[src/rtl/pe_array_pkg.sv]
// pe_array_pkg: shared widths and collector FSM states for the PE array.
package pe_array_pkg;
  localparam int def_array_width = 8;
  localparam int def_mac_w = 19;
  typedef enum logic [1:0] {st_idle, st_drain, st_done} state_t;
endpackage

[src/rtl/col_fifo.sv]
// col_fifo: per-column result FIFO; ports clk_i/rst_i, push/din in, pop in, dout/empty out, drop pulses on a lost push.
module col_fifo #(
  parameter int w = 19,
  parameter int depth = 8
) (
  input  logic         clk_i,
  input  logic         rst_i,
  input  logic         push,
  input  logic [w-1:0] din,
  input  logic         pop,
  output logic [w-1:0] dout,
  output logic         empty,
  output logic         drop
);
  localparam int aw = $clog2(depth);
  logic [w-1:0] mem [depth];
  logic [aw-1:0] rp, wp;
  logic [aw:0] cnt;
  logic full, do_pop, do_push;
  assign empty = cnt == '0;
  assign full = cnt == (aw+1)'(depth);
  assign do_pop = pop && !empty;
  // a full FIFO still accepts a push when the head leaves in the same cycle
  assign do_push = push && (!full || do_pop);
  assign drop = push && !do_push;
  assign dout = mem[rp];
  always_ff @(posedge clk_i or posedge rst_i) begin
    if (rst_i) begin
      rp <= '0;
      wp <= '0;
      cnt <= '0;
    end else begin
      if (do_push) wp <= wp + aw'(1);
      if (do_pop) rp <= rp + aw'(1);
      cnt <= cnt + (aw+1)'(do_push) - (aw+1)'(do_pop);
    end
  end
  always_ff @(posedge clk_i) begin
    if (do_push) mem[wp] <= din;
  end
endmodule

[src/rtl/mac_collector.sv]
// mac_collector: buffers skewed per-column MAC results and drains them row-major as frames.
// Ports: clk_i, rst_i; mac_i/mac_v_i column inputs; start_vi/rows_i frame arm; data_o/col_o/row_o/v_o with ready_i handshake; busy_o, done_o, ovf_o status.
module mac_collector
  import pe_array_pkg::*;
#(
  parameter int array_width = def_array_width,
  parameter int mac_w = def_mac_w,
  parameter int out_depth = 8,
  localparam int cw = $clog2(array_width),
  localparam int rw = $clog2(out_depth)
) (
  input  logic                                clk_i,
  input  logic                                rst_i,
  input  logic [array_width-1:0][mac_w-1:0]   mac_i,
  input  logic [array_width-1:0]              mac_v_i,
  input  logic                                start_vi,
  input  logic [rw:0]                         rows_i,
  output logic [mac_w-1:0]                    data_o,
  output logic [cw-1:0]                       col_o,
  output logic [rw-1:0]                       row_o,
  output logic                                v_o,
  input  logic                                ready_i,
  output logic                                busy_o,
  output logic                                done_o,
  output logic                                ovf_o
);
  state_t state;
  logic [cw-1:0] col;
  logic [rw-1:0] row, rows_m1, rows_c;
  logic [array_width-1:0][mac_w-1:0] head;
  logic [array_width-1:0] empty, drop, pop;
  logic xfer, last, accept;
  for (genvar j = 0; j < array_width; j++) begin : g_col
    assign pop[j] = xfer && (col == cw'(j));
    col_fifo #(.w(mac_w), .depth(out_depth)) u_fifo (
      .clk_i(clk_i), .rst_i(rst_i), .push(mac_v_i[j]), .din(mac_i[j]),
      .pop(pop[j]), .dout(head[j]), .empty(empty[j]), .drop(drop[j])
    );
  end
  assign v_o = (state == st_drain) && !empty[col];
  assign data_o = head[col];
  assign col_o = col;
  assign row_o = row;
  assign busy_o = state != st_idle;
  assign done_o = state == st_done;
  assign xfer = v_o && ready_i;
  assign last = (row == rows_m1) && (col == cw'(array_width - 1));
  assign accept = (state == st_idle) && start_vi && (rows_i != '0);
  // frame length is held as rows-1, with oversize requests clamped to the buffer depth
  assign rows_c = (rows_i > (rw+1)'(out_depth)) ? rw'(out_depth - 1) : rw'(rows_i - (rw+1)'(1));
  always_ff @(posedge clk_i or posedge rst_i) begin
    if (rst_i) begin
      state <= st_idle;
      col <= '0;
      row <= '0;
      rows_m1 <= '0;
      ovf_o <= 1'b0;
    end else begin
      // a drop in the same cycle as an accepted start still raises the flag
      ovf_o <= (|drop) || (ovf_o && !accept);
      case (state)
        st_idle: if (start_vi) begin
          state <= (rows_i == '0) ? st_done : st_drain;
          rows_m1 <= rows_c;
          col <= '0;
          row <= '0;
        end
        st_drain: if (xfer) begin
          state <= last ? st_done : st_drain;
          col <= (col == cw'(array_width - 1)) ? '0 : col + cw'(1);
          row <= (col == cw'(array_width - 1)) ? row + rw'(1) : row;
        end
        default: state <= st_idle;
      endcase
    end
  end
endmodule

[config.mk]
export PLATFORM = sky130hd
export DESIGN_NAME = mac_collector
export DESIGN_NICKNAME = d
export VERILOG_FILES = /design/src/rtl/pe_array_pkg.sv /design/src/rtl/col_fifo.sv /design/src/rtl/mac_collector.sv
export SDC_FILE = /design/constraint.sdc
export NUM_CORES = 1
export LEC_CHECK = 0
export ABC_CLOCK_PERIOD_IN_PS = 12100
export CORE_MARGIN = 2
export CORE_UTILIZATION = 43
export CTS_CLUSTER_SIZE = 40
export DETAILED_ROUTE_END_ITERATION = 10
export HOLD_SLACK_MARGIN = 0.12
export SLEW_MARGIN = 25
export SYNTH_ARGS = -nofsm -noshare
export SYNTH_HDL_FRONTEND = slang
export SYNTH_SLANG_ARGS = --single-unit
[constraint.sdc]
create_clock -name clk_i -period 12.1 [get_ports clk_i]
set_input_delay 3.63 -clock clk_i [delete_from_list [all_inputs] [get_ports clk_i]]
set_output_delay 3.63 -clock clk_i [all_outputs]
set_load 0.005 [all_outputs]
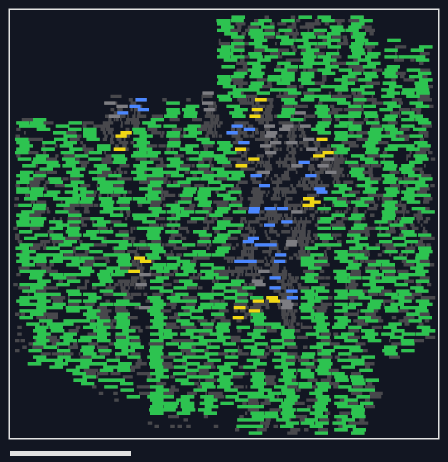
Fig. 1. Where the registers sit (run 1).
Bar = 100 µm.
legend:
  green:
    name_in_the_netlist: `g_col.u_fifo.mem`
    sequential_cells: 1,216
    where: all over the die
  yellow:
    name_in_the_netlist: `g_col.u_fifo.rp`
    sequential_cells: 24
  blue:
    name_in_the_netlist: `g_col.u_fifo.cnt`
    sequential_cells: 32
not coloured: 36

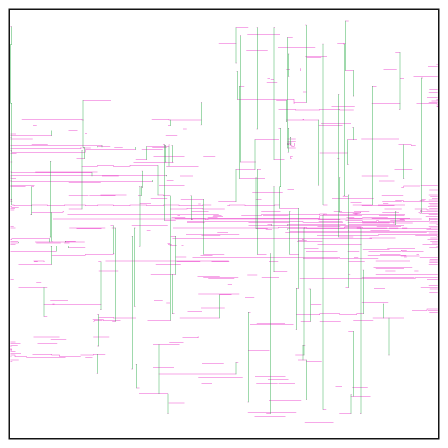
Fig. 2. Metal layers overlaid (run 1).
Only two layers are drawn.
legend:
  green:
    layer: M4
    wire_length: 4,190 µm
  magenta:
    layer: M3
    wire_length: 8,420 µm

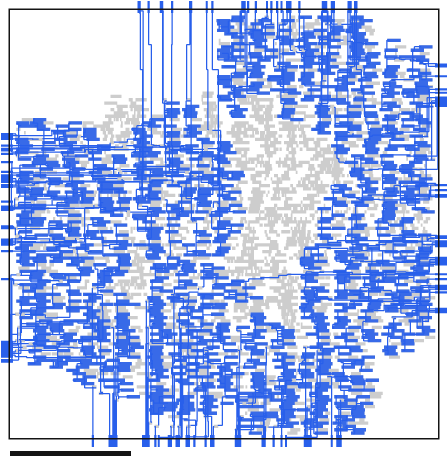
Fig. 3. I/O nets highlighted (run 1).
Bar = 100 µm.
legend:
  blue:
    port: `mac_i`
    bits: 152
    direction: input
    end_cells: 1,216
    buffers: 152
    wire: 19,000 µm

==> impl_metrics.py, run 1 <==
# Flow results
metrics = {
    "status": {
        "status": "complete, no violations",
    },
    "critical_path": {
        "start_kind": "flip-flop",
        "ff2ff_path_depth": 9,
        "cp_num_buf_inv": 2,
        "cpMaxStageDelayCell": "a22oi_1",
        "critPathTopFamily": "AND-OR/OR-AND gates",
        "required_ps": 8470,
        "critPathMaxStageDelay_ps": 710,
        "setup.worst_path.start": "g_col[0].u_fifo.rp[0]",
    },
    "timing": {
        "setup_viol": 0,
        "tightest_slew_ps": 904.6,
        "report.final.slew_viol_count": 0,
        "hold_viol_final": 0,
        "rsz0062_at_grt": "false",
    },
    "clocking": {
        "hold_buffers": 0,
        "cts_tree": "done",
    },
    "synthesis": {
        "synthArstFlopShare": 0.07034,
        "syn_avg_cell_area_um2": 20.42,
        "seq_area_frac_synth": 0.7421,
        "ys_area_um2": 52310,
        "yosys.area_share.xor_xnor": 0.008707,
        "synth_top_cell_by_count": "edfxtp_1",
        "synth-simple-area-share": 0.02839,
        "synthesis.nets": 2810,
        "synth_area_um2": 52310,
        "yosysUniqueCellTypes": 71,
        "ys_warn_count": 0,
        "ys_sh_aoi": 0.02732,
        "netlist.area_leader.share": 0.6981,
    },
    "die": {
        "die_area_um2": 124500,
        "fp.dieW_um": 352.8,
        "io_pins": 197,
    },
    "power": {
        "p_comb_frac": 0.326,
        "p_leak_nw": 19.89,
        "p_sw_frac": 0.3211,
        "maxPowerGroup": "registers",
        "pg_comb_w": 0.00487,
        "power_frac_seq": 0.406,
        "total_power_w": 0.01493,
        "p_switching_w": 0.004795,
    },
    "grt": {
        "grt_overflow": 0,
        "antenna_found_initial": 23,
        "grt_util_all_layers": 0.1965,
    },
    "place": {
        "numPortBuffers": 196,
    },
    "routing": {
        "wl_per_cell_um": 26.70,
        "drt-initial-drc-count": 2074,
        "avgViaCountPerCell": 5.522,
        "vias": 25350,
    },
    "flow_run": {
        "tool_warnings": 39,
    },
    "layout": {
        "final_cell_count_no_fill": 4591,
    },
}
-- run 1: routing by layer --
layer / up-vias / part of all wire / wire, µm / GRT usage
met2: 730 / 0.51 / 62550 / 0.3334
met1: 13300 / 0.39 / 47270 / 0.2429
met3: 229 / 0.069 / 8415 / 0.04889
met4: 26 / 0.034 / 4187 / 0.07675
met5: - / 0.0013 / 161 / 0
li1: 11070 / - / - / -
-- run 1: final cells by class --
class                           instances  area (µm²)
Inverter                               81       306.5
Timing Repair Buffer                  290        2665
Tap cell                             1612        2017
Clock inverter                         52       449.2
Clock buffer                          191        3817
Sequential cell                      1308       38830
Antenna cell                            7       17.52
Fill cell                            9515       59320
Multi-Input combinational cell       1050       12860
--- run 2 (diff from run 1) ---
--- a/config.mk
+++ b/config.mk
@@ -5,7 +5,7 @@
 export SDC_FILE = /design/constraint.sdc
 export NUM_CORES = 1
 export LEC_CHECK = 0
-export ABC_CLOCK_PERIOD_IN_PS = 12100
+export ABC_CLOCK_PERIOD_IN_PS = 7900
 export CORE_MARGIN = 2
 export CORE_UTILIZATION = 43
 export CTS_CLUSTER_SIZE = 40
==> constraint.sdc (replaced) <==
create_clock -name clk_i -period 7.9 [get_ports clk_i]
set_input_delay 2.37 -clock clk_i [delete_from_list [all_inputs] [get_ports clk_i]]
set_output_delay 2.37 -clock clk_i [all_outputs]
set_load 0.005 [all_outputs]
==> impl_metrics.py, run 2 <==
# Flow results
metrics = {
    "status": {
        "status": "complete, no violations",
    },
    "layout": {
        "final_cell_count_no_fill": 4602,
        "logic_gates": 1050,
        "seq_share": 0.6352,
        "final-clk-cell-share": 0.07168,
        "nNonClkInverters": 81,
        "dominant_cells": "sequential cells",
        "ff_count": 1308,
        "comb_area_share": 0.2105,
        "fillCellCount": 9522,
        "fin_area_um2": 61150,
        "buffer_area_frac": 0.04448,
        "buffers_excl_clock": 297,
        "regArea_um2": 38840,
        "n_antenna_cell": 4,
        "nClkBuffers": 184,
        "combGateArea_um2": 12870,
    },
    "clocking": {
        "cts_tree": "done",
        "cts-buffers-inserted": 138,
        "hold_buffers": 0,
        "clkTransAtPathRegs_ps": 60,
    },
    "place": {
        "hpwlAfterDp_um": 79620,
        "dp.cells": 4347,
    },
    "die": {
        "tap-cell-count": 1612,
        "rows": 127,
        "fp.dieW_um": 352.8,
        "die_area_um2": 124500,
    },
    "routing": {
        "wl_met1_um": 48150,
        "met3_wirelength_um": 8295,
        "avgViaCountPerCell": 5.508,
        "drt-initial-drc-count": 2181,
        "drc": 0,
        "vias": 25350,
        "wl_met2_um": 63170,
    },
    "critical_path": {
        "required_ps": 5530,
        "setup.worst_path.start": "g_col[0].u_fifo.rp[0]",
        "critPathTopFamily": "AND-OR/OR-AND gates",
        "cpMaxStageDelayCell": "dfrtp_2",
        "start_kind": "flip-flop",
        "ff2ff_path_depth": 9,
        "crit_arrival_ps": 4700,
        "cp_num_buf_inv": 2,
        "critPathMaxStageDelay_ps": 690,
    },
    "flow_run": {
        "tool_warnings": 39,
    },
    "synthesis": {
        "seq_area_frac_synth": 0.7421,
        "ys_area_um2": 52310,
        "synthesis.nets": 2810,
        "syn_avg_cell_area_um2": 20.42,
        "synth_top_cell_by_count": "edfxtp_1",
        "synthArstFlopShare": 0.07034,
        "ys.flops": 1308,
        "yosysUniqueCellTypes": 71,
        "synth_area_um2": 52310,
        "ys_warn_count": 0,
        "netlist.area_leader.share": 0.6981,
    },
    "timing": {
        "period_minus_slack_ps": 7070,
        "rsz0062_at_grt": "false",
        "report.final.slew_viol_count": 0,
        "timing.hold.ws_ps": 474.2,
        "hold_viol_final": 0,
    },
    "power": {
        "total_power_w": 0.02306,
        "p_per_area_nw_per_um2": 377.2,
        "p_leak_nw": 19.99,
    },
    "grt": {
        "antenna_found_initial": 26,
        "grt_overflow": 0,
        "grt_util_all_layers": 0.1978,
    },
}
-- run 2: cells by family after synthesis --
kind of cell / after synthesis / synth area share
DFF: 1308 / 0.7421
and+or+nand+nor: 279 / 0.02839
buffers and inverters: 204 / 0.01631
xor gates and xnor gates: 52 / 0.008707
AOI/OAI and AO/OA: 206 / 0.02732
muxes: 433 / 0.1569
adders and majority gates: 80 / 0.02028
-- run 2: routing by layer --
layer,GRT usage,up-vias
met3,0.04811,215
met1,0.2511,13320
met4,0.05726,28
li1,-,11070
met2,0.3384,718
met5,0,-
-- run 2: power breakdown --
part,switching [W],leakage [nW],internal (W)
clock network,0.00260,2.15,0.00368
logic,0.00384,5.72,0.00317
registers,0.000967,12.1,0.00881
total,0.00740,20.0,0.0157
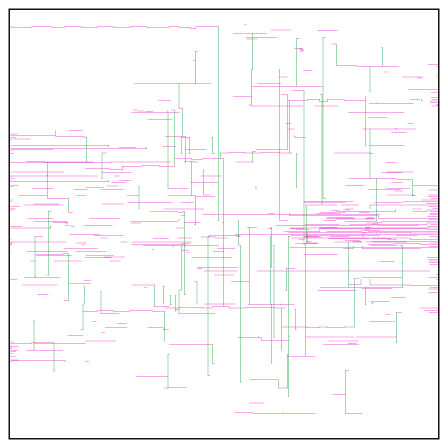
Fig. 4. Metal layers overlaid (run 2).
Only two layers are drawn.
legend:
  green:
    layer: M4
    wire_length: 3,180 µm
  magenta:
    layer: M3
    wire_length: 8,300 µm

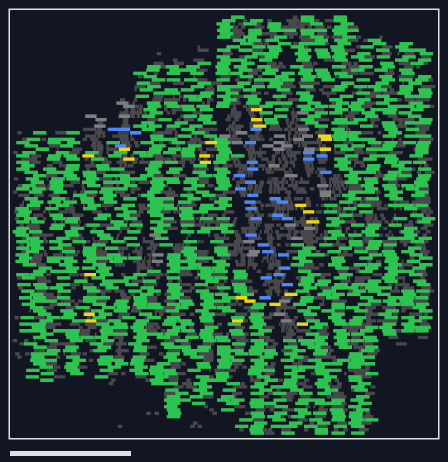
Fig. 5. Where the registers sit (run 2).
Bar = 100 µm.
legend:
  green:
    name_in_the_netlist: `g_col.u_fifo.mem`
    sequential_cells: 1,216
    where: all over the die
  blue:
    name_in_the_netlist: `g_col.u_fifo.cnt`
    sequential_cells: 32
  yellow:
    name_in_the_netlist: `g_col.u_fifo.rp`
    sequential_cells: 24
not coloured: 36

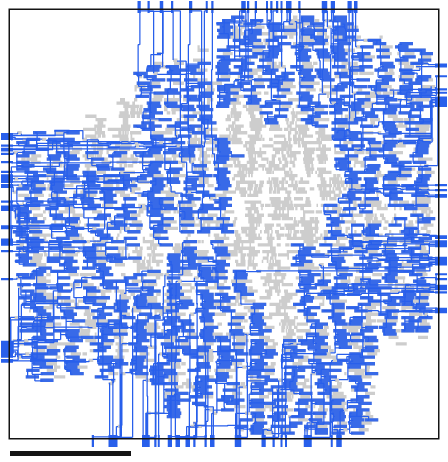
Fig. 6. I/O nets highlighted (run 2).
Bar = 100 µm.
port bufs: 196
I/O pins: 197

No activity file was given, so power comes from the tool's default toggle rates.
